run_1/met3.png
Drawn at 2 px/um.
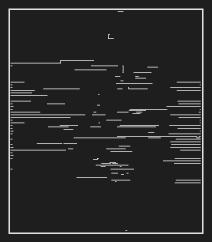
run_1/drive_strength.png
Drawn at 4 px/um.
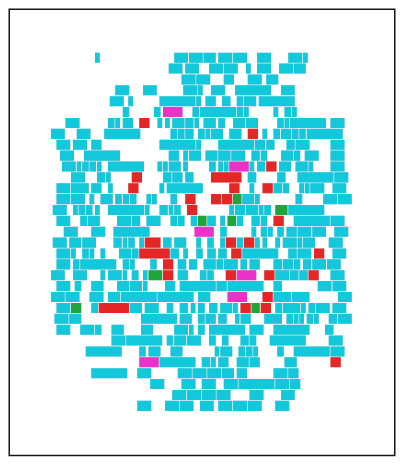
run_1/final_congestion.png
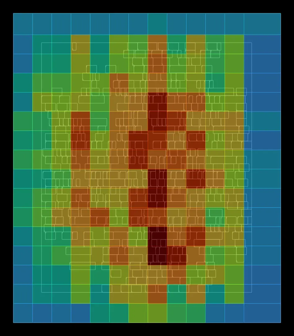
run_1/gate_families.png
Drawn at 4 px/um.
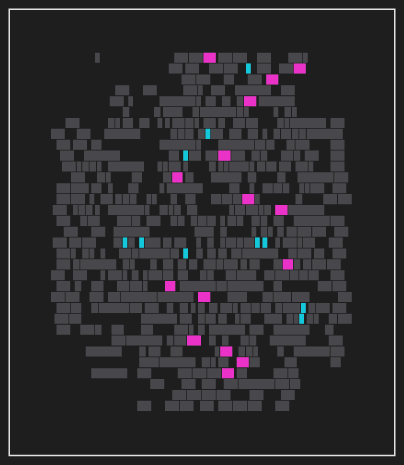
## config.mk

```make
export PLATFORM = sky130hd
export DESIGN_NAME = pc_gen
export DESIGN_NICKNAME = d
export VERILOG_FILES = /design/src/rtl/pc_gen.sv
export SDC_FILE = /design/constraint.sdc
export NUM_CORES = 1
export LEC_CHECK = 0
export CORE_ASPECT_RATIO = 1.2
export CORE_MARGIN = 10
export CORE_UTILIZATION = 38
export DETAILED_ROUTE_END_ITERATION = 6
export HOLD_SLACK_MARGIN = 0.06
export PLACE_DENSITY = 0.82
export SKIP_LAST_GASP = 1
export SYNTH_ARGS = -nofsm -noshare
export SYNTH_HDL_FRONTEND = slang
export SYNTH_SLANG_ARGS = --single-unit
export TNS_END_PERCENT = 10
```

## constraint.sdc

```tcl
create_clock -name clk -period 2.6 [get_ports clk]
set_input_delay 0.52 -clock clk [delete_from_list [all_inputs] [get_ports clk]]
set_output_delay 0.52 -clock clk [all_outputs]
set_load 0.01 [all_outputs]
```

## src/rtl/pc_gen.sv

```systemverilog
// Fetch program-counter generator: boot/run/halt sequencing, prioritised next-PC select.
// Optional return-address stack is built when PC_GEN_RAS_EN is defined.
module pc_gen #(
    parameter int              XLEN         = 32,
    parameter logic [XLEN-1:0] RESET_VECTOR = '0,
    parameter int              INSTR_BYTES  = 4,
    parameter int              RAS_DEPTH    = 4
) (
    input  logic            clk,
    input  logic            rst_n,
    output logic            fetch_valid,
    input  logic            fetch_ready,
    output logic [XLEN-1:0] fetch_pc,
    input  logic            stall,
    input  logic            redirect_valid,
    input  logic [XLEN-1:0] redirect_pc,
    input  logic            trap_valid,
    input  logic [XLEN-1:0] trap_pc,
    input  logic            halt_req,
    input  logic            resume,
    input  logic            ras_push,
    input  logic [XLEN-1:0] ras_push_addr,
    input  logic            ras_pop,
    output logic            misalign,
    output logic            halted
);

    typedef enum logic [1:0] {ST_BOOT, ST_RUN, ST_HALT} state_t;

    localparam logic [XLEN-1:0] LOW_MASK = XLEN'(INSTR_BYTES - 1);
    localparam logic [XLEN-1:0] PC_INC   = XLEN'(INSTR_BYTES);

    function automatic logic [XLEN-1:0] align_down(input logic [XLEN-1:0] addr);
        return addr & ~LOW_MASK;
    endfunction

    function automatic logic is_misaligned(input logic [XLEN-1:0] addr);
        return |(addr & LOW_MASK);
    endfunction

    state_t          state_q, state_d;
    logic [XLEN-1:0] pc_q, pc_d;
    logic            misalign_q, misalign_d;
    logic            fire;
    logic            ras_hit;
    logic [XLEN-1:0] ras_top;
    logic            ras_pop_take;
    logic            ras_push_take;

    assign fetch_valid = (state_q == ST_RUN) && !stall;
    assign fire        = fetch_valid && fetch_ready;
    assign fetch_pc    = pc_q;
    assign misalign    = misalign_q;
    assign halted      = (state_q == ST_HALT);

    always_comb begin
        state_d       = state_q;
        pc_d          = pc_q;
        misalign_d    = 1'b0;
        ras_pop_take  = 1'b0;
        ras_push_take = 1'b0;
        case (state_q)
            ST_BOOT: state_d = ST_RUN;
            ST_RUN: begin
                ras_push_take = ras_push;
                if (trap_valid) begin
                    pc_d       = align_down(trap_pc);
                    misalign_d = is_misaligned(trap_pc);
                end else if (redirect_valid) begin
                    pc_d       = align_down(redirect_pc);
                    misalign_d = is_misaligned(redirect_pc);
                end else begin
                    if (halt_req) state_d = ST_HALT;
                    // Stall freezes prediction and sequential advance, never trap/redirect.
                    if (!stall) begin
                        if (ras_pop && ras_hit) begin
                            ras_pop_take = 1'b1;
                            pc_d         = align_down(ras_top);
                            misalign_d   = is_misaligned(ras_top);
                        end else if (fire) begin
                            pc_d = pc_q + PC_INC;
                        end
                    end
                end
            end
            ST_HALT: begin
                if (trap_valid) begin
                    state_d    = ST_RUN;
                    pc_d       = align_down(trap_pc);
                    misalign_d = is_misaligned(trap_pc);
                end else if (resume) begin
                    state_d = ST_RUN;
                end
            end
            default: state_d = ST_BOOT;
        endcase
    end

    always_ff @(posedge clk or negedge rst_n) begin
        if (!rst_n) begin
            state_q    <= ST_BOOT;
            pc_q       <= RESET_VECTOR;
            misalign_q <= 1'b0;
        end else begin
            state_q    <= state_d;
            pc_q       <= pc_d;
            misalign_q <= misalign_d;
        end
    end

`ifdef PC_GEN_RAS_EN
    localparam int PW = $clog2(RAS_DEPTH);

    logic [XLEN-1:0] ras_mem_q [RAS_DEPTH];
    logic [PW-1:0]   sp_q, sp_d;
    logic [PW:0]     cnt_q, cnt_d;
    logic            ras_wr;
    logic [PW-1:0]   ras_wr_idx;

    assign ras_hit = (cnt_q != '0);
    assign ras_top = ras_mem_q[sp_q];

    // sp wraps naturally, so a push on a full stack overwrites the oldest entry.
    always_comb begin
        sp_d       = sp_q;
        cnt_d      = cnt_q;
        ras_wr     = 1'b0;
        ras_wr_idx = sp_q;
        if (ras_pop_take && ras_push_take) begin
            ras_wr = 1'b1;
        end else if (ras_pop_take) begin
            sp_d  = sp_q - PW'(1);
            cnt_d = cnt_q - (PW + 1)'(1);
        end else if (ras_push_take) begin
            sp_d       = sp_q + PW'(1);
            ras_wr     = 1'b1;
            ras_wr_idx = sp_q + PW'(1);
            if (cnt_q != (PW + 1)'(RAS_DEPTH)) cnt_d = cnt_q + (PW + 1)'(1);
        end
    end

    always_ff @(posedge clk or negedge rst_n) begin
        if (!rst_n) begin
            sp_q  <= '0;
            cnt_q <= '0;
        end else begin
            sp_q  <= sp_d;
            cnt_q <= cnt_d;
        end
    end

    always_ff @(posedge clk) begin
        if (ras_wr) ras_mem_q[ras_wr_idx] <= ras_push_addr;
    end
`else
    logic unused_ras;

    assign ras_hit    = 1'b0;
    assign ras_top    = '0;
    assign unused_ras = ^{ras_push, ras_push_addr, ras_pop_take, ras_push_take, RAS_DEPTH[0]};
`endif

endmodule
```

==> deck_impl_summary.md, run 1 <==
Synthesis and Place & Route Summary

Outcome
  • Status: finished clean

Layout
  • Logic area: roughly 1700 sq um
  • Flop count: 33
  • NonClk Buf Share: a little under a third
  • Post-layout util: roughly three fifths
  • P&R area growth vs syn: 51.0%
  • Commonest Layout Cell: clkdlybuf4s50_1
  • Most frequent cells in the layout: clkdlybuf4s50_1 (104), nand2_1 (39), dfrtp_1 (33), o21ai_0 (32), buf_4 (25)

Clock tree
  • CTS clk-pin slew, worst paths: 0.07 ns
  • CTS resizes: 0
  • CTS H-tree lvls: 2

Logic synthesis
  • Asr flop ratio synth: 100%
  • Synth flops: 33
  • Largest cells by area: dfrtp_1 (31%), o21ai_0 (6.1%), nand2_1 (5.6%)
  • Synth warn: 0
  • Avg Inst Size Synth: roughly 8.0 sq um

STA
  • Worst-margin pin slew: 0.531 ns
  • Hold_ws: 0.594 ns
  • RSZ-0062 raised after global routing: no

Power and ir drop
  • Clk network pwr share: 10.1%
  • Cell Int Power: 0.00217 W
  • Leak: 1.59 nW

Route
  • Met2 wire length: 5220 um
  • DRT Pass-1 Iters: 6
  • Final wirelength: 10,300 um

Placement
  • Worst slack, placed: between 0.2 and 0.25 ns
  • Gpl congestion: 0.901

Global routing
  • First-pass GRT wire length: 16,300 um
  • Met2 Track Usage GR: 32.2%

Worst setup path
  • Critical Path Start Type: flip-flop
  • Crit Reg-Reg Endpoint: fetch_pc[30]$_DFFE_PN0P_
  • Critical path arrival: 1.75 ns
  • Worst R2R Setup Slack: 0.42 ns
  • Critical Path End Type: output port

Job
  • Max-Cap Viols: 0

Floorplanning
  • Die area: 10,700 sq um
Notes on met3.png above:
longest straight run = 39.8 um
nets with wire on the layer = 97
main direction = horizontal
share of all routed wire = 9.2%
wire length on this layer = 953 um

Notes on drive_strength.png above:
drive 3 to 4 -> red  # cells 29, share 6.5%, most used buf_4
drive 6 and up -> magenta  # cells 6, share 1.3%, most used clkbuf_8
drive 1 or less -> cyan  # cells 404, share 91%, most used clkdlybuf4s50_1
drive 2 -> green  # cells 7, share 1.6%, most used or2_2

Notes on final_congestion.png above:
grt met3 use: 4.95%
DR WL/cell: 19.3 um
gr busiest metal: met2
GR Util All Layers: 18.9%

Notes on gate_families.png above:
inverters -> cyan  # cells 10
AND-OR and OR-AND gates -> magenta  # cells 15

-- run 1: cells by family (layout without fill, tap and decap cells) --
group | count (synthesis) | in the layout | share of synthesized area [%]
AOI/OAI and AO/OA | 108 | 108 | 27.6
xor gates and xnor gates | 9 | 9 | 2.99
adders and majority gates | 5 | 5 | 2.38
buffers and inverters | 30 | 146 | 4.70
DFF | 33 | 33 | 31.4
muxes | 9 | 9 | 3.42
other | 1 | 2 | 0.142
and+or+nand+nor | 134 | 134 | 27.5
-- run 1: power groups by stage --
stage | logic, W | clock network [W] | registers, W
floorplan | 0.00124 | 0 | 0.00116
detailed placement | 0.00245 | 0 | 0.00115
global placement | 0.00239 | 0 | 0.00113
global route | 0.00271 | 0.000429 | 0.00119
CTS | 0.00247 | 0.000412 | 0.00114
finish | 0.00247 | 0.000407 | 0.00116
==> run 2, diff against run 1 <==
--- a/config.mk
+++ b/config.mk
@@ -7,10 +7,12 @@
 export LEC_CHECK = 0
 export CORE_ASPECT_RATIO = 1.2
 export CORE_MARGIN = 10
-export CORE_UTILIZATION = 38
+export CORE_UTILIZATION = 40
 export DETAILED_ROUTE_END_ITERATION = 6
 export HOLD_SLACK_MARGIN = 0.06
-export PLACE_DENSITY = 0.82
+export MAX_ROUTING_LAYER = met4
+export PLACE_DENSITY = 0.86
+export RECOVER_POWER = 100
 export SKIP_LAST_GASP = 1
 export SYNTH_ARGS = -nofsm -noshare
 export SYNTH_HDL_FRONTEND = slang
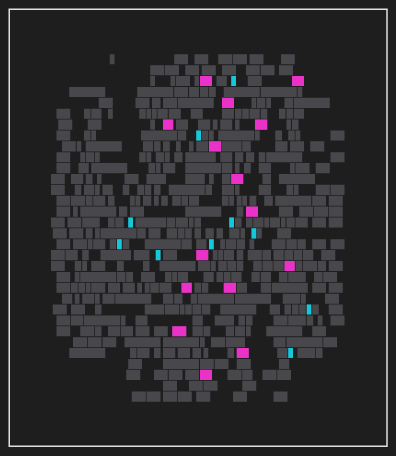
run_2/gate_families.png
Drawn at 4 px/um.
inverters -> cyan  # cells 10
AND-OR and OR-AND gates -> magenta  # cells 15

==> run 2 against run 1 <==
- via count is 1.8% lower
- first-iteration DRC count stayed put
- register-to-register slack worse by 0.15 ns
- cell count is 0.38% lower
- clock skew is 0.0034 ns higher
- critical path type is now flip-flop to flip-flop
==> deck_impl_summary.md, run 2 <==
Synthesis and Place & Route Summary

Worst setup path
  • Critical path arrival: 2.54 ns (was 1.75 ns)
  • Worst R2R Setup Slack: 0.27 ns (was 0.42 ns)
  • Critical Path End Type: flip-flop (was output port)
  • CP Class: flip-flop to flip-flop (was flip-flop to output port)
  • R2R cell count: 8 (was 7)
  • Critical Path Start Type: flip-flop (unchanged)
  • CP max-delay cell: nor2_2 (was clkdlybuf4s50_1)
  • Worst setup startpoint: state_q[0]$_DFFE_PN0P_ (was state_q[1]$_DFFE_PN0P_)
  • Crit Reg-Reg Endpoint: fetch_pc[9]$_DFFE_PN0P_ (was fetch_pc[30]$_DFFE_PN0P_)

Logic synthesis
  • Asr flop ratio synth: 100% (unchanged)
  • Mapped Area: 2630 sq um (unchanged)
  • Main logic family: AND-OR/OR-AND gates (unchanged)
  • Synth cell types: 59 (unchanged)
  • XOR-XNOR Cells, Area Fraction: 2.99% (unchanged)
  • Post-synth EDFFs: 0 (unchanged)
  • Multiplexer share: 3.42% (unchanged)
  • Synth flops: 33 (unchanged)
  • Avg Inst Size Synth: 8.01 sq um (unchanged)
  • Synth warn: 0 (unchanged)
  • Dominant flop cell: dfrtp_1 (unchanged)
  • Largest cells by area: dfrtp_1 (31%), o21ai_0 (6.1%), nand2_1 (5.6%) (unchanged)
  • Yosys cell count: 329 (unchanged)
  • Yosys stat chip area: 2630 sq um (unchanged)
  • Post-Synth AOI/OAI Area: 27.6% (unchanged)
  • Simple-Gate Fraction of Synth Area: 27.5% (unchanged)
  • Fa+ha+maj area frac: 2.38% (unchanged)

Layout
  • Commonest Layout Cell: clkdlybuf4s50_1 (unchanged)
  • P&R area growth vs syn: 50.2% (was 51.0%)
  • Layout net count: 557 (unchanged)
  • Post-layout util: 61.8% (was 58.7%)
  • Most frequent cells in the layout: clkdlybuf4s50_1 (70), nand2_1 (39), dlygate4sd3_1 (34), dfrtp_1 (33), o21ai_0 (32) (was clkdlybuf4s50_1 (104), nand2_1 (39), dfrtp_1 (33), o21ai_0 (32), buf_4 (25))

Clock tree
  • CTS clk-pin slew, worst paths: 0.07 ns (about the same)
  • Root Driver: clkbuf_8 (unchanged)
  • CTS tree: done (unchanged)
  • Worst-Skew Late Latency: 0.29 ns (was 0.30 ns)
  • CTS resizes: 0 (unchanged)
  • TritonCTS Sinks: 33 (unchanged)
  • CTS H-tree lvls: 2 (unchanged)
  • Setup Buffers After CTS: 0 (unchanged)

Min path
  • Hold Path Stages: 2 (unchanged)
  • HP Class: flip-flop to flip-flop (unchanged)

Job
  • Max-Cap Viols: 0 (unchanged)
  • Log Warnings: 64 (was 63)

STA
  • Worst-margin pin slew: 0.898 ns (was 0.531 ns)
  • RSZ-0062 raised after global routing: no (unchanged)
  • Setup Skew: 0.00703 ns (was 0.00359 ns)

Power and ir drop
  • Leak: 1.61 nW (was 1.59 nW)
  • Clk network pwr share: 10.5% (was 10.1%)
  • Clock-net power: 0.000409 W (was 0.000407 W)
  • Combinational gate power: 0.00235 W (was 0.00247 W)
  • Top Consumer: combinational logic (unchanged)
  • Sequential power: 0.00114 W (was 0.00116 W)
  • Cell Int Power: 0.00206 W (was 0.00217 W)

Global routing
  • Met2 Track Usage GR: 33.7% (was 32.2%)
  • Vias in the first global route: 3,206 (was 3,268)
  • Gr busiest metal: met2 (unchanged)
  • GR Util All Layers: 20.1% (was 18.9%)
  • First-pass GRT wire length: 16,200 um (was 16,300 um)
  • Grt met3 use: 5.09% (was 4.95%)
  • Total congestion overflow: 0 (unchanged)

Route
  • Met1 WL: 4140 um (was 3930 um)
  • Met2 wire length: 5060 um (was 5220 um)
  • DR WL/cell: 19.0 um (was 19.3 um)
  • DRT Pass-1 Iters: 5 (was 6)
  • Final wirelength: 10,100 um (was 10,300 um)

Outcome
  • Status: finished clean (unchanged)

Placement
  • Gpl congestion: 0.906 (was 0.901)
  • PortBufs: 104 (unchanged)
  • Post-DP HPWL: 7830 um (was 7890 um)

Floorplanning
  • Die area: 10,200 sq um (was 10,700 sq um)
==> run 2: cell counts after synthesis <==
Identical to the previous run, type by type.
==> run 2: metrics by stage <==
| stage | worst slack (ns) | total power, W | hold slack, ns |
|---|---|---|---|
| after floorplan | 0.481 | 0.00240 | 0.224 |
| after global placement | 0.117 | 0.00354 | 0.539 |
| after detailed placement | 0.100 | 0.00361 | 0.555 |
| after CTS | 0.272 | 0.00403 | 0.574 |
| after global routing | 0.0845 | 0.00422 | 0.619 |
| final | 0.268 | 0.00390 | 0.575 |
==> run 2: area by class of cell <==
cell class,count,area [sq um],share of cell area (%)
tap,85,106,2.69
sequential,33,826,20.9
timing repair buffer,129,1210,30.6
clock buffer,7,86.3,2.18
multi-input combinational,267,1690,42.7
inverter,10,37.5,0.949
Power is estimated from default activity; no workload was simulated.
